Run 1, the metal 1 layer:
Supply wires on this layer in gray. Cells faint in the background.
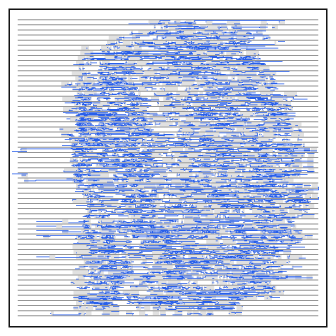
Run 1, drive-strength map:
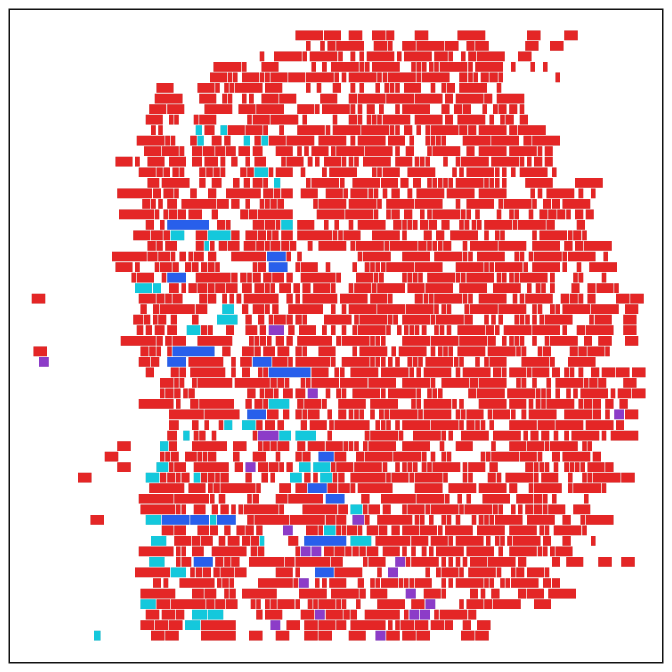
Run 1, clock wires, drivers and flops:
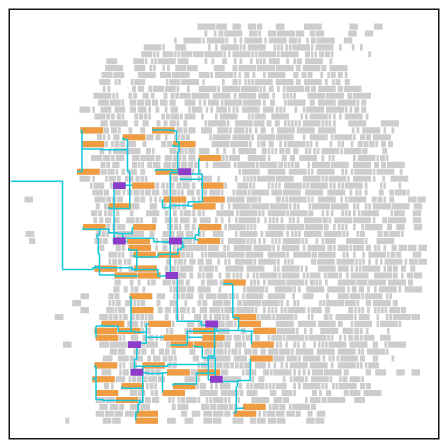
==> src/rtl/dot_product_mac_if.sv <==
// Operand/control/result bundle between a feeder and the dot-product engine.
// The feeder owns start/length/operands; the engine owns handshake and result.
interface dot_product_mac_if #(
    parameter int DATA_W = 16,
    parameter int LEN_W  = 8
);
    logic              start;
    logic [LEN_W-1:0]  vec_len;
    logic [DATA_W-1:0] a_in;
    logic [DATA_W-1:0] b_in;
    logic              in_valid;
    logic              in_ready;
    logic              busy;
    logic [DATA_W-1:0] result;
    logic              result_valid;
    logic              overflow;

    // Feeder side: drives the request and operand stream.
    modport master (
        output start, vec_len, a_in, b_in, in_valid,
        input  in_ready, busy, result, result_valid, overflow
    );

    // Engine side: consumes operands and presents the result.
    modport slave (
        input  start, vec_len, a_in, b_in, in_valid,
        output in_ready, busy, result, result_valid, overflow
    );
endinterface

==> src/rtl/dot_product_mac.sv <==
// Unsigned multiply-accumulate engine: sums a_in*b_in over vec_len accepted
// beats and presents the low DATA_W bits of the sum with a one-cycle
// result_valid pulse that loads the downstream result register.
module dot_product_mac #(
    parameter int DATA_W = 16,
    parameter int LEN_W  = 8
) (
    input  logic                 clk,
    input  logic                 reset,   // asynchronous, active-low
    dot_product_mac_if.slave     bus
);
    localparam int ACC_W = 2 * DATA_W + LEN_W;

    typedef enum logic [1:0] {
        IDLE  = 2'd0,
        ACCUM = 2'd1,
        DONE  = 2'd2
    } state_t;

    state_t              r_state;
    state_t              w_next;
    logic [ACC_W-1:0]    r_acc;
    logic [LEN_W-1:0]    r_count;
    logic [LEN_W-1:0]    r_len_q;

    logic                w_beat;
    logic                w_last;
    logic [2*DATA_W-1:0] w_prod;

    // Full-width product: operands are zero-extended so nothing is lost.
    assign w_prod = {{DATA_W{1'b0}}, bus.a_in} * {{DATA_W{1'b0}}, bus.b_in};
    assign w_beat = (r_state == ACCUM) && bus.in_valid;
    assign w_last = (r_count == r_len_q - 1'b1);

    // State register.
    always_ff @(posedge clk or negedge reset) begin
        // NOTE: non-blocking assignments in clocked blocks so every register
        // samples pre-edge values regardless of statement order.
        if (!reset) begin
            r_state <= IDLE;
        end else begin
            r_state <= w_next;
        end
    end

    // Next-state decode; start is only honoured in IDLE, DONE lasts one cycle.
    always_comb begin
        // NOTE: default first so every path assigns w_next and no latch forms.
        w_next = r_state;
        case (r_state)
            IDLE:    if (bus.start) w_next = (bus.vec_len != '0) ? ACCUM : DONE;
            ACCUM:   if (w_beat && w_last) w_next = DONE;
            DONE:    w_next = IDLE;
            default: w_next = IDLE;
        endcase
    end

    // Accumulator, beat counter and captured length.
    always_ff @(posedge clk or negedge reset) begin
        if (!reset) begin
            r_acc   <= '0;
            r_count <= '0;
            r_len_q <= '0;
        end else begin
            case (r_state)
                IDLE: begin
                    if (bus.start) begin
                        r_acc <= '0;
                        if (bus.vec_len != '0) begin
                            r_len_q <= bus.vec_len;
                            r_count <= '0;
                        end
                    end
                end
                ACCUM: begin
                    if (w_beat) begin
                        r_acc   <= r_acc + {{LEN_W{1'b0}}, w_prod};
                        r_count <= r_count + 1'b1;
                    end
                end
                default: ;
            endcase
        end
    end

    // Outputs decode directly from registered state, so they are glitch-free
    // and take their reset values the moment reset asserts.
    assign bus.in_ready     = (r_state == ACCUM);
    assign bus.busy         = (r_state != IDLE);
    assign bus.result_valid = (r_state == DONE);
    assign bus.result       = r_acc[DATA_W-1:0];
    assign bus.overflow     = |r_acc[ACC_W-1:DATA_W];
endmodule

==> src/flat_wrapper.sv <==
// flat-port wrapper written by rule: the top's interface ports become plain ports
module dot_product_mac_flat 
#(
    parameter int DATA_W = 16,
    parameter int LEN_W  = 8
)
  (clk, reset, bus_start, bus_vec_len, bus_a_in, bus_b_in, bus_in_valid, bus_in_ready, bus_busy, bus_result, bus_result_valid, bus_overflow);
  dot_product_mac_if #(.DATA_W(DATA_W), .LEN_W(LEN_W)) bus_i ();
  input  logic clk;
  input  logic reset;
  input wire logic [$bits(bus_i.start)-1:0] bus_start;
  input wire logic [$bits(bus_i.vec_len)-1:0] bus_vec_len;
  input wire logic [$bits(bus_i.a_in)-1:0] bus_a_in;
  input wire logic [$bits(bus_i.b_in)-1:0] bus_b_in;
  input wire logic [$bits(bus_i.in_valid)-1:0] bus_in_valid;
  output wire logic [$bits(bus_i.in_ready)-1:0] bus_in_ready;
  output wire logic [$bits(bus_i.busy)-1:0] bus_busy;
  output wire logic [$bits(bus_i.result)-1:0] bus_result;
  output wire logic [$bits(bus_i.result_valid)-1:0] bus_result_valid;
  output wire logic [$bits(bus_i.overflow)-1:0] bus_overflow;
  assign bus_i.start = bus_start;
  assign bus_i.vec_len = bus_vec_len;
  assign bus_i.a_in = bus_a_in;
  assign bus_i.b_in = bus_b_in;
  assign bus_i.in_valid = bus_in_valid;
  assign bus_in_ready = bus_i.in_ready;
  assign bus_busy = bus_i.busy;
  assign bus_result = bus_i.result;
  assign bus_result_valid = bus_i.result_valid;
  assign bus_overflow = bus_i.overflow;
  dot_product_mac #(.DATA_W(DATA_W), .LEN_W(LEN_W)) u_core (.clk(clk), .reset(reset), .bus(bus_i));
endmodule
==> config.mk <==
export PLATFORM = sky130hd
export DESIGN_NAME = dot_product_mac_flat
export DESIGN_NICKNAME = d
export VERILOG_FILES = /design/src/rtl/dot_product_mac_if.sv /design/src/rtl/dot_product_mac.sv /design/src/flat_wrapper.sv
export SDC_FILE = /design/constraint.sdc
export NUM_CORES = 1
export LEC_CHECK = 0
export CAP_MARGIN = 20
export CORE_MARGIN = 4
export CORE_UTILIZATION = 50
export CTS_BUF_LIST = sky130_fd_sc_hd__clkbuf_8
export DETAILED_ROUTE_END_ITERATION = 10
export GPL_ROUTABILITY_DRIVEN = 1
export GPL_TIMING_DRIVEN = 0
export PLACE_DENSITY = 0.79
export SLEW_MARGIN = 0
export SYNTH_ARGS = -nofsm -noshare
export SYNTH_HDL_FRONTEND = slang
export SYNTH_SLANG_ARGS = --single-unit
==> constraint.sdc <==
create_clock -name clk -period 13.5 [get_ports clk]
set_clock_uncertainty 0.2 [all_clocks]
set_input_delay 2.7 -clock clk [delete_from_list [all_inputs] [get_ports clk]]
set_output_delay 2.7 -clock clk [all_outputs]
set_load 0.02 [all_outputs]
==> impl_metrics.csv, run 1 <==
group,metric,value,unit
status,status,"finished clean",
cts,post-cts-setup-buffer-count,0,
final_timing,finalClockPeriodUsage,70.4,%
final_timing,fmax,105,MHz
global_route,grt_pass1_wl,55.4,mm
layout,finalInstanceArea,14200,µm²
global_route,met3_usage,4.23,%
cts,cts_buffers,9,
route,met2WireLength,16.0,mm
cts,cts_tree,"yes",
layout,nFlopsAndLatches,58,
yosys,simple_gate_share,16.3,%
layout,layout.nonclk_buf_share,7.00,%
floorplanning,coreArea,25300,µm²
yosys,edf_count,0,
floorplanning,io_pins,64,
cts,clkLatencyLatePin,360,ps
yosys,ff_type,"dfrtp_1",
final_timing,hold_viol_final,0,
route,ant_nets,0,
yosys,yosysCellCount,1484,
layout,syn_to_final_growth,10.4,%
floorplanning,floorplan.core_util,50.9,%
final_timing,fin_tns_setup,0,ps
cts,holdBufCountCts,0,
job,warnings,28,
place,dpl.hpwl,28.0,mm
layout,comb_area_share,68.3,%
final_timing,maxSlewHeadroom,52.5,%
job,maxCapViolCount,0,
final_timing,whs,304,ps
layout,fillers,2183,
yosys,avgSynthCellArea,8.67,µm²
route,drt-total-wl,32.8,mm
cts,cts_buffer_depth,2,
layout,drive_gt1_share,5.24,%
setup_path,path_cells,"clkdlybuf4s50_1 -> clkbuf_1 -> nand2_1 -> fa_1 -> inv_1 -> fa_1 -> inv_1 -> fa_1 -> inv_1 -> fa_1 -> fa_1 -> inv_1 -> fa_1 -> inv_1 -> ha_1 -> and2_1 -> a221oi_2 -> a32oi_1 -> o21ai_0 -> xor2_1 -> o22ai_1",
cts,clock_sinks,58,
layout,largest_reg_flops,40,
layout,lay_top_count,"inv_1",
final_timing,min_period,9500,ps
setup_path,critical_path.max_fanout,10,
setup_path,critPathSlowestCell,"clkdlybuf4s50_1",
layout,logic_area,9710,µm²
setup_path,crit_type,"input pin to flop",
yosys,synthMuxAreaShare,0.856,%
route,drt-met1-wl,13.4,mm
cts,htree_levels,3,
layout,clkbuf_count,12,
yosys,syn-cell-area,12900,µm²
route,wl_met3,2.29,mm
setup_path,max_stage_delay,740,ps
cts,root_buffer,"clkbuf_8",
layout,fin_util,56.2,%
final_timing,worst_slack,4000,ps
layout,n_all_buffers,135,
layout,flop_area,1450,µm²
yosys,synthArstFlopShare,100,%
route,num_vias,10400,
yosys,syn_nets,1866,
layout,largest_class,"logic gates",
setup_path,end_kind,"flop",
place,place_area,13900,µm²
yosys,ys_sh_adder,46.1,%
global_route,met1_usage,31.5,%
layout,lay_top_cells,"359 x inv_1, 226 x fa_1, 199 x nand2_1, 118 x and2_1, 112 x ha_1",
route,first_pass_iters,7,
place,pre_cts_slack,3770,ps
layout,seq_share,10.2,%
layout,clock_cell_area_share,2.01,%
floorplanning,die_w,168,µm
cts,cts.repair.resized,0,
yosys,top_cell,"inv_1",
layout,antenna_cells,0,
Notes on 'the metal 1 layer' above:
wire length on this layer: 13400 µm
nets with wire on the layer: 1802

Notes on 'drive-strength map' above:
| color | size | cells | share |
|---|---|---|---|
| blue | _6 and larger | 18 | 1.2% |
| purple | _3 and _4 cells | 20 | 1.3% |
| red | _0 and _1 cells | 1482 | 95% |
| cyan | _2 cells | 44 | 2.8% |

Notes on 'clock wires, drivers and flops' above:
[orange] flip-flops | count: 58
[purple] clock drivers | count: 9
[cyan] clock wires | length: 917 µm
routed clock nets: 10

-- run 1: path summary, 6_finish.rpt --
kind,from,end,slack [ps],cells past startpoint
max,bus_b_in[7],u_core.r_acc[31]$_DFFE_PN0P_,4000,21
min,u_core.r_acc[37]$_DFFE_PN0P_,u_core.r_acc[37]$_DFFE_PN0P_,300,1
max reg2reg,u_core.r_acc[12]$_DFFE_PN0P_,u_core.r_acc[31]$_DFFE_PN0P_,8300,17
min reg2reg,u_core.r_acc[37]$_DFFE_PN0P_,u_core.r_acc[37]$_DFFE_PN0P_,300,1
max in group asynchronous,reset,u_core.r_acc[17]$_DFFE_PN0P_,10290,2
min in group asynchronous,reset,u_core.r_len_q[2]$_DFFE_PN0P_,2190,1
==> run 1 -> run 2 <==
clock period = 9.5 ns   (was 13.5 ns; I/O delays follow)
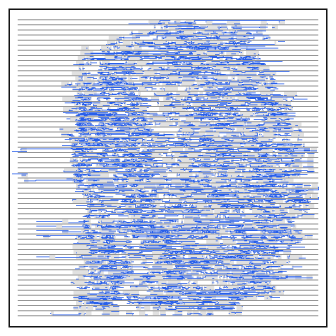
Run 2: the metal 1 layer
Supply wires on this layer in gray. Cells faint in the background.
wire length on this layer: 13400 µm
longest straight run: 49.7 µm
main direction: horizontal

==> run 2 against run 1 <==
Sequential share of layout area unchanged. Critical path depth unchanged. Critical path type unchanged. Utilization unchanged. Highest routed layer unchanged.
==> impl_metrics.csv, run 2 <==
group,metric,value,unit
status,status,"finished clean",
global_route,grt_pass1_wl,55.4,mm
floorplanning,die_w,168,µm
route,drt-total-wl,32.8,mm
yosys,avgSynthCellArea,8.67,µm²
final_timing,min_period,8700,ps
layout,clock_cell_area_share,2.01,%
setup_path,cp_num_cells,21,
floorplanning,floorplan.core_util,50.9,%
layout,largest_reg_flops,40,
layout,drive_gt1_share,5.24,%
cts,holdBufCountCts,0,
cts,cts_tree,"yes",
yosys,synthArstFlopShare,100,%
place,dpl.hpwl,28.0,mm
floorplanning,io_pins,64,
layout,lay_top_count,"inv_1",
setup_path,critPathSlowestCell,"clkdlybuf4s50_1",
final_timing,whs,304,ps
yosys,yosysCellCount,1484,
setup_path,max_stage_delay,740,ps
layout,fin_util,56.2,%
layout,fillers,2183,
layout,layout.nonclk_buf_share,7.00,%
setup_path,path_cells,"clkdlybuf4s50_1 -> clkbuf_1 -> nand2_1 -> fa_1 -> inv_1 -> fa_1 -> inv_1 -> fa_1 -> inv_1 -> fa_1 -> fa_1 -> inv_1 -> fa_1 -> inv_1 -> ha_1 -> and2_1 -> a221oi_2 -> a32oi_1 -> o21ai_0 -> xor2_1 -> o22ai_1",
setup_path,crit_type,"input pin to flop",
min_path,whs_path_depth,1,
cts,clock_sinks,58,
route,ant_nets,0,
final_timing,maxSlewHeadroom,52.5,%
min_path,hp-start,"u_core.r_acc[37]$_DFFE_PN0P_",
route,first_pass_iters,7,
cts,cts.repair.resized,0,
cts,clkLatencyLatePin,360,ps
setup_path,critical_path.max_fanout,10,
setup_path,r2r_slack,4300,ps
setup_path,end_kind,"flop",
job,maxCapViolCount,0,
layout,logic_area,9710,µm²
cts,cts_buffers,9,
setup_path,worst_ep_required_time,9500,ps
yosys,top_cell,"inv_1",
cts,post-cts-setup-buffer-count,0,
route,num_vias,10400,
layout,seq_share,10.2,%
final_timing,finalClockPeriodUsage,91.6,%
setup_path,ff2ff_path_depth,17,
layout,flop_area,1450,µm²
layout,antenna_cells,0,
setup_path,reg2reg_from,"u_core.r_acc[12]$_DFFE_PN0P_",
setup_path,reg2reg_to,"u_core.r_acc[31]$_DFFE_PN0P_",
yosys,ff_type,"dfrtp_1",
cts,cts_buffer_depth,2,
layout,comb_area_share,68.3,%
floorplanning,coreArea,25300,µm²
layout,finalInstanceArea,14200,µm²
cts,root_buffer,"clkbuf_8",
layout,largest_class,"logic gates",
place,pre_cts_slack,569,ps
yosys,edf_count,0,
yosys,syn-cell-area,12900,µm²
cts,htree_levels,3,
job,warnings,28,
layout,nFlopsAndLatches,58,
setup_path,worstSetupEndpoint,"u_core.r_acc[31]$_DFFE_PN0P_",
layout,clkbuf_count,12,
final_timing,fmax,115,MHz
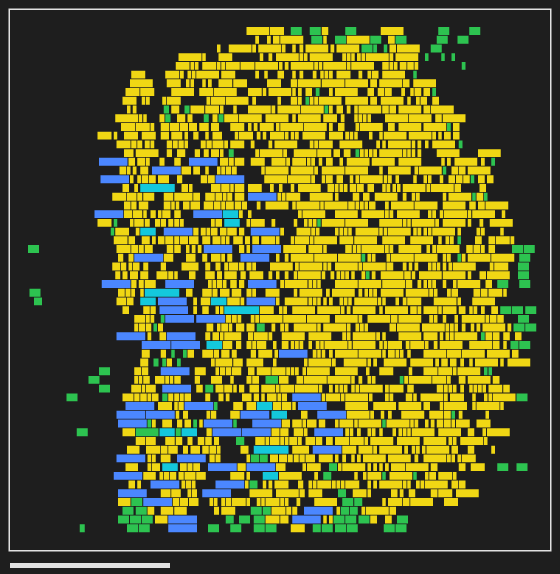
Run 2: cell classes on the final placement
Scale bar: 50 µm.
| color | class | cells | share of their area |
|---|---|---|---|
| blue | flops | 58 | 11% |
| green | other buffers and delay cells | 135 | 7.2% |
| yellow | combinational and other logic | 1355 | 80% |
| cyan | clock drivers and dummy loads | 16 | 2.1% |

==> run 2: cell counts in the layout (fill, tap and decap cells not counted) <==
Identical to the previous run, type by type.
==> run 2: kinds of logic (layout without fill, tap and decap cells) <==
| group | after synthesis | in the layout | share of synthesized area, % |
|---|---|---|---|
| compound gates | 186 | 186 | 9.93 |
| xor+xnor | 34 | 34 | 2.32 |
| fa+ha+maj | 338 | 338 | 46.1 |
| buf+inv | 432 | 512 | 13.3 |
| flops | 58 | 58 | 11.3 |
| mux | 10 | 10 | 0.856 |
| simple gates | 426 | 426 | 16.3 |
==> run 2: routing by layer <==
metal | vias up | track usage [%] | routed length, µm
li1 | 4699 | - | -
met1 | 5117 | 31.5 | 13400
met2 | 441 | 41.3 | 16000
met3 | 102 | 4.23 | 2290
met4 | 0 | 7.20 | 1180
met5 | - | 0 | 0
